Fig. 1: cell sizes after repair
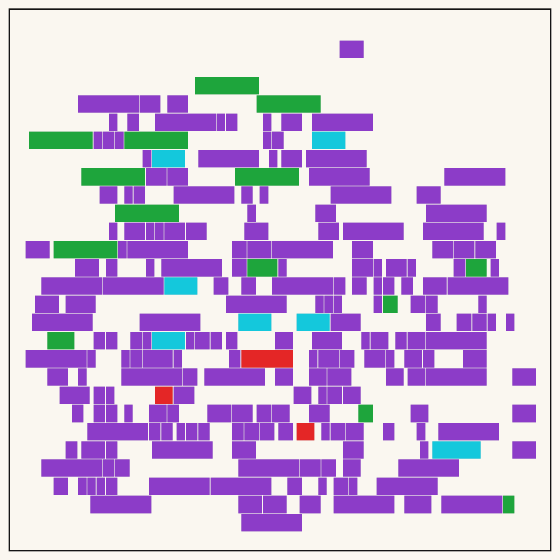
Fig. 2: cell outlines without signal wires
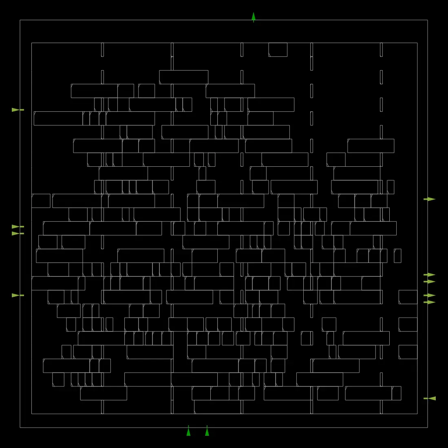
Fig. 3: nets reached from selected ports
The bar under the picture is 20 microns long.
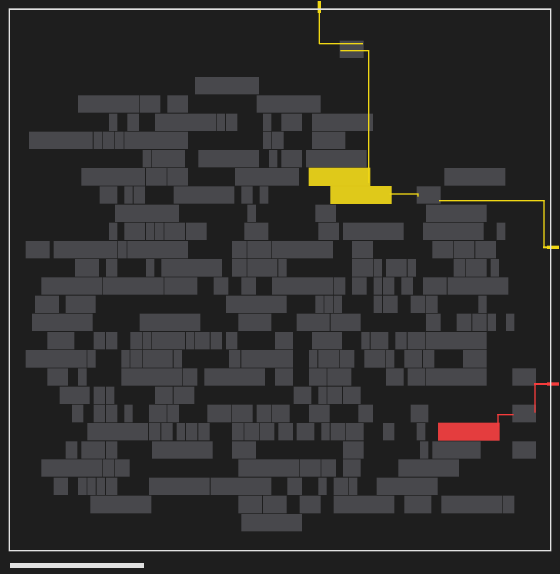
===== config.mk =====
export PLATFORM = sky130hd
export DESIGN_NAME = loctag_reflect_seq_flat
export DESIGN_NICKNAME = d
export VERILOG_FILES = /design/src/rtl/loctag_reflect_seq_if.sv /design/src/rtl/loctag_reflect_seq.sv /design/src/flat_wrapper.sv
export SDC_FILE = /design/constraint.sdc
export NUM_CORES = 1
export LEC_CHECK = 0
export CAP_MARGIN = 40
export CORE_MARGIN = 2
export CORE_UTILIZATION = 40
export CTS_BUF_LIST = sky130_fd_sc_hd__clkbuf_8
export CTS_CLUSTER_DIAMETER = 30
export DETAILED_ROUTE_END_ITERATION = 16
export PLACE_DENSITY = 0.63
export SYNTH_ARGS = -nofsm -noshare
export SYNTH_HDL_FRONTEND = slang
export SYNTH_SLANG_ARGS = --single-unit

===== constraint.sdc =====
create_clock -name clk -period 5.6 [get_ports clk]
set_input_delay 0.56 -clock clk [delete_from_list [all_inputs] [get_ports clk]]
set_output_delay 0.56 -clock clk [all_outputs]
set_load 0.01 [all_outputs]

===== src/rtl/loctag_reflect_seq_if.sv =====
// Signal bundle between trigger/mode control and the LocTag reflector sequencer.
// There is no valid/ready handshake here: all inputs are levels sampled on every clk edge, and all outputs are registered levels.
interface loctag_reflect_seq_if #(
  parameter int CHANNELS = 2
);
  logic                trig;
  logic [1:0]          mode;
  logic [1:0]          mac_q;
  logic [CHANNELS-1:0] ctrl;
  logic                busy;
  logic                led;
  logic [1:0]          state_dbg;

  modport master (
    output trig, mode, mac_q,
    input  ctrl, busy, led, state_dbg
  );

  modport slave (
    input  trig, mode, mac_q,
    output ctrl, busy, led, state_dbg
  );
endinterface


===== src/rtl/loctag_reflect_seq.sv =====
// Trigger-timed, multi-channel LFSR chip-burst sequencer for the LocTag reflector switches.
// Optional build macro LOCTAG_RETRIG_EN: a trigger edge during a triggered burst restarts the delay.
module loctag_reflect_seq #(
  parameter int          CHANNELS               = 2,
  parameter int          TRIG_DELAY_IN_US       = 2,
  parameter int          TRIG_DELAY_IN_20NS_NEG = 25,
  parameter logic [15:0] MAC_SEED               = 16'h7654,
  parameter int          CHIP_CYCLES            = 25,
  parameter int          BURST_BITS             = 32,
  parameter int          GAP_CYCLES             = 500
) (
  input logic clk,
  input logic reset,
  loctag_reflect_seq_if.slave bus
);

  localparam int DELAY_CYCLES = TRIG_DELAY_IN_US * 50 - TRIG_DELAY_IN_20NS_NEG;
  localparam int CNT_MAX      = (DELAY_CYCLES > GAP_CYCLES) ? DELAY_CYCLES : GAP_CYCLES;
  localparam int CNT_W        = $clog2(CNT_MAX + 1);
  localparam int CHIP_W       = $clog2(CHIP_CYCLES + 1);
  localparam int BIT_W        = $clog2(BURST_BITS + 1);

  localparam logic [CNT_W-1:0]  DELAY_LOAD = CNT_W'(DELAY_CYCLES - 1);
  localparam logic [CNT_W-1:0]  GAP_LOAD   = CNT_W'(GAP_CYCLES - 1);
  localparam logic [CHIP_W-1:0] CHIP_LAST  = CHIP_W'(CHIP_CYCLES - 1);
  localparam logic [BIT_W-1:0]  BIT_LAST   = BIT_W'(BURST_BITS - 1);
  localparam logic [15:0]       RST_SEED   = (MAC_SEED == 16'h0000) ? 16'h0001 : MAC_SEED;

  generate
    if (DELAY_CYCLES < 1 || CHANNELS < 1 || CHANNELS > 16 ||
        CHIP_CYCLES < 1 || BURST_BITS < 1 || GAP_CYCLES < 1) begin : g_param_check
      $error("loctag_reflect_seq: illegal parameter combination");
    end
  endgenerate

  typedef enum logic [1:0] {IDLE, DELAY, BURST, GAP} state_t;

  state_t              state, state_d;
  logic [CNT_W-1:0]    cnt, cnt_d;
  logic [CHIP_W-1:0]   chip_cnt, chip_d;
  logic [BIT_W-1:0]    bit_cnt, bit_d;
  logic [15:0]         lfsr, lfsr_d, lfsr_shift, seed_raw, seed;
  logic [1:0]          mode_q;
  logic                sync1, sync2, sync3, trig_edge;
  logic [CHANNELS-1:0] ctrl_q, ctrl_d;
  logic                busy_q, led_q;

  // Synchroniser plus registered edge: sampled at T0, edge pulse after T2, acted on at T3.
  always_ff @(posedge clk or negedge reset) begin
    if (!reset) begin
      sync1     <= 1'b0;
      sync2     <= 1'b0;
      sync3     <= 1'b0;
      trig_edge <= 1'b0;
    end else begin
      sync1     <= bus.trig;
      sync2     <= sync1;
      sync3     <= sync2;
      trig_edge <= sync2 & ~sync3;
    end
  end

  assign seed_raw   = MAC_SEED ^ {14'b0, bus.mac_q};
  assign seed       = (seed_raw == 16'h0000) ? 16'h0001 : seed_raw;
  assign lfsr_shift = {lfsr[14:0], lfsr[15] ^ lfsr[13] ^ lfsr[12] ^ lfsr[10]};

  always_comb begin
    state_d = state;
    cnt_d   = cnt;
    chip_d  = chip_cnt;
    bit_d   = bit_cnt;
    lfsr_d  = lfsr;
    ctrl_d  = '0;
    case (state)
      IDLE: begin
        if (bus.mode == 2'b10 && trig_edge) begin
          lfsr_d  = seed;
          cnt_d   = DELAY_LOAD;
          state_d = DELAY;
        end else if (bus.mode == 2'b11) begin
          lfsr_d  = seed;
          chip_d  = '0;
          bit_d   = '0;
          state_d = BURST;
        end
      end
      DELAY, GAP: begin
        if (cnt == '0) begin
          chip_d  = '0;
          bit_d   = '0;
          state_d = BURST;
        end else begin
          cnt_d = cnt - 1'b1;
        end
      end
      BURST: begin
`ifdef LOCTAG_RETRIG_EN
        if (bus.mode == 2'b10 && trig_edge) begin
          lfsr_d  = seed;
          cnt_d   = DELAY_LOAD;
          state_d = DELAY;
        end else
`endif
        if (chip_cnt == CHIP_LAST) begin
          chip_d = '0;
          lfsr_d = lfsr_shift;
          bit_d  = bit_cnt + 1'b1;
          if (bit_cnt == BIT_LAST) begin
            bit_d   = '0;
            cnt_d   = GAP_LOAD;
            state_d = (bus.mode == 2'b11) ? GAP : IDLE;
          end
        end else begin
          chip_d = chip_cnt + 1'b1;
        end
      end
      default: state_d = IDLE;
    endcase
    // A mode change outside IDLE always wins and drops straight back to IDLE.
    if (state != IDLE && bus.mode != mode_q) state_d = IDLE;
    if (state_d == BURST)                            ctrl_d = lfsr_d[CHANNELS-1:0];
    else if (state_d == IDLE && bus.mode == 2'b01)   ctrl_d = '1;
  end

  always_ff @(posedge clk or negedge reset) begin
    if (!reset) begin
      state    <= IDLE;
      cnt      <= '0;
      chip_cnt <= '0;
      bit_cnt  <= '0;
      lfsr     <= RST_SEED;
      mode_q   <= 2'b00;
      ctrl_q   <= '0;
      busy_q   <= 1'b0;
      led_q    <= 1'b0;
    end else begin
      state    <= state_d;
      cnt      <= cnt_d;
      chip_cnt <= chip_d;
      bit_cnt  <= bit_d;
      lfsr     <= lfsr_d;
      mode_q   <= bus.mode;
      ctrl_q   <= ctrl_d;
      busy_q   <= (state_d != IDLE);
      led_q    <= (state_d == BURST);
    end
  end

  assign bus.ctrl      = ctrl_q;
  assign bus.busy      = busy_q;
  assign bus.led       = led_q;
  assign bus.state_dbg = state;

endmodule


===== src/flat_wrapper.sv =====
// flat-port wrapper written by rule: the top's interface ports become plain ports
module loctag_reflect_seq_flat 
#(
  parameter int          CHANNELS               = 2,
  parameter int          TRIG_DELAY_IN_US       = 2,
  parameter int          TRIG_DELAY_IN_20NS_NEG = 25,
  parameter logic [15:0] MAC_SEED               = 16'h7654,
  parameter int          CHIP_CYCLES            = 25,
  parameter int          BURST_BITS             = 32,
  parameter int          GAP_CYCLES             = 500
)
  (clk, reset, bus_trig, bus_mode, bus_mac_q, bus_ctrl, bus_busy, bus_led, bus_state_dbg);
  loctag_reflect_seq_if #(.CHANNELS(CHANNELS)) bus_i ();
  input logic clk;
  input logic reset;
  input wire logic [$bits(bus_i.trig)-1:0] bus_trig;
  input wire logic [$bits(bus_i.mode)-1:0] bus_mode;
  input wire logic [$bits(bus_i.mac_q)-1:0] bus_mac_q;
  output wire logic [$bits(bus_i.ctrl)-1:0] bus_ctrl;
  output wire logic [$bits(bus_i.busy)-1:0] bus_busy;
  output wire logic [$bits(bus_i.led)-1:0] bus_led;
  output wire logic [$bits(bus_i.state_dbg)-1:0] bus_state_dbg;
  assign bus_i.trig = bus_trig;
  assign bus_i.mode = bus_mode;
  assign bus_i.mac_q = bus_mac_q;
  assign bus_ctrl = bus_i.ctrl;
  assign bus_busy = bus_i.busy;
  assign bus_led = bus_i.led;
  assign bus_state_dbg = bus_i.state_dbg;
  loctag_reflect_seq #(.CHANNELS(CHANNELS), .TRIG_DELAY_IN_US(TRIG_DELAY_IN_US), .TRIG_DELAY_IN_20NS_NEG(TRIG_DELAY_IN_20NS_NEG), .MAC_SEED(MAC_SEED), .CHIP_CYCLES(CHIP_CYCLES), .BURST_BITS(BURST_BITS), .GAP_CYCLES(GAP_CYCLES)) u_core (.clk(clk), .reset(reset), .bus(bus_i));
endmodule

==> results.json <==
{
  "regArea_sq_um": 1210,
  "die_width_microns": 80.7,
  "ff_type": "dfrtp_1",
  "ys_area_sq_um": 2350,
  "clock.fmax_mhz": 415,
  "period_minus_slack_ns": 2.41,
  "critical_path.cell_chain": "nor2b_1 -> and2_1 -> a31oi_1 -> a21boi_1",
  "synthesis.area_sq_um": 2350,
  "clk_share_pct": 3.75,
  "finalWirelength_microns": 4750,
  "drtIter0Drc": 101,
  "drtAntennaViolNets": 0,
  "clk-power_w": 0.000220,
  "die_h_microns": 80.7,
  "swShare_pct": 37.1,
  "inverters": 15,
  "hp-class": "input port to asynchronous set/reset pin",
  "fp_util_pct": 41.9,
  "m1WireLength_microns": 2350,
  "finalSetupViolations": 0,
  "worst_ep_arrival_time_ns": 2.60,
  "worstPathMaxFanout": 17,
  "first_pass_iters": 4,
  "async_flop_share_pct": 100,
  "synth.most_common_cell": "dfrtp_1",
  "buffer_area_share_pct": 5.19,
  "largest_register_ffs": 16,
  "synthTopCellsByArea": "dfrtp_1, dfstp_2, nand2_1, o21ai_0, ha_1",
  "path_delay_family": "simple AND/OR/NAND/NOR gates",
  "area.growth.synth_to_final_pct": 10.7,
  "utilization_pct": 46.4,
  "seq_share_pct": 46.5,
  "pg_seq_w": 0.000483,
  "cts.sinks": 48,
  "grtUsageMet2_pct": 26.2,
  "place_hpwl_microns": 3260,
  "crit_required_ns": 5.79,
  "cts_tree": "done",
  "ys_cells": 230,
  "top_cell_area_share_pct": 42.6,
  "r2r_slack_ns": 3.19,
  "comb_area_sq_um": 1010,
  "cts_made_buffers": 5,
  "clockBufferCount": 6,
  "xor_share_pct": 2.61,
  "use_met3_pct": 3.48,
  "routed_via_density": 5.63,
  "warnings": 28,
  "powerDensity_nw_per_um2": 414,
  "use_met1_pct": 23.0,
  "internal-power_w": 0.000678,
  "r2r_cells": 4,
  "die_area_sq_um": 6510,
  "path_buffers": 0,
  "vias": 1751,
  "status": "finished, final reports clean",
  "ys_sh_aoi_pct": 19.4,
  "lay_top_cells": "dfrtp_1, nand2_1, inv_1, o21ai_0, nand3_1",
  "rr_startpoint": "u_core.bus.state_dbg[0]",
  "comb_power_w": 0.000374,
  "final_hold_viol_count": 0,
  "cts_hold_buf": 0,
  "switching_power_w": 0.000399,
  "fp.coreArea_sq_um": 5610,
  "yosysWarnings": 0,
  "clk_latency_ns": 0.30,
  "grt_pass1_vias": 1670,
  "syn_nets": 242,
  "r2r-end": "u_core.cnt[2]",
  "grt_pass1_wl_microns": 8220,
  "fin_nets": 250,
  "slew_violations": 0,
  "slew_headroom_pct": 38.5,
  "grt.busiest_layer": "met2",
  "critPathKind": "flop to flop",
  "pwr-share-seq_pct": 44.8,
  "htree_levels": 2,
  "max_stage_delay_ns": 0.67,
  "cp-endpoint": "u_core.cnt[2]",
  "biggestCellCategory": "flip-flops and latches",
  "cp_slowest_cell": "nor2b_1",
  "seq_cell_count": 48,
  "final_common_cell": "dfrtp_1",
  "logic_gates": 155,
  "gr-total-overflow": 0,
  "comb_area_share_pct": 38.9,
  "yosysUniqueCellTypes": 55,
  "dp.cells": 303,
  "clock_path_buffers": 2,
  "rsz0062_at_grt": "no",
  "hold_slack_ns": 0.194,
  "leakagePower_nw": 1.13,
  "post-cts-setup-buffer-count": 0,
  "fin_skew_ns": 0.00385,
  "nonClockBufferCount": 13,
  "place_area_sq_um": 2510,
  "edf_count": 0,
  "setup_ws_ns": 3.19,
  "tns_ns": 0,
  "ys_sh_adder_pct": 2.66,
  "syn-mean-instance-area_sq_um": 10.2,
  "cp.depth": 4,
  "period_used_pct": 43.0,
  "ctsResizeCount": 0,
  "grtUsageTotal_pct": 16.6,
  "preCtsSetupSlack_ns": 3.04,
  "simple_gate_share_pct": 17.1,
  "peakVddDrop_uv": 227,
  "final_layout_size_suffix_gt1_share_pct": 10.0,
  "topRoutingLayerUsed": "met4",
  "clkTransAtPathRegs_ns": 0.09,
  "wl_met2_microns": 2180,
  "place_congestion": 0.798,
  "cp-start-kind": "flop",
  "yosysTopAreaCell": "dfrtp_1",
  "setup.worst_path.start": "u_core.bus.state_dbg[0]",
  "pwr-share-clk_pct": 20.4,
  "maxPowerGroup": "sequential cells",
  "drc": 0,
  "antenna_found_initial": 0
}
Notes on Fig. 1 above:
- x2: green (cells 14; share 5.9%)
- x1 and smaller: purple (cells 215; share 90%)
- x6 and larger: cyan (cells 7; share 2.9%)
- x3 and x4: red (cells 3; share 1.3%)

Notes on Fig. 2 above:
final non-filler cell total: 311
Well Taps: 72
row cnt: 27
Fill cells: 550

Notes on Fig. 3 above:
- bus_ctrl: yellow (bits 2; direction output; edge 1 top, 1 right; end cells 2; buffers 2; wire 62.9 microns)
- bus_busy: red (bits 1; direction output; edge right; end cells 1; buffers 1; wire 10.3 microns)
# port buffers: 12
IO Pins: 13

Power figures rest on the tool's default switching activity, not on a simulated workload.
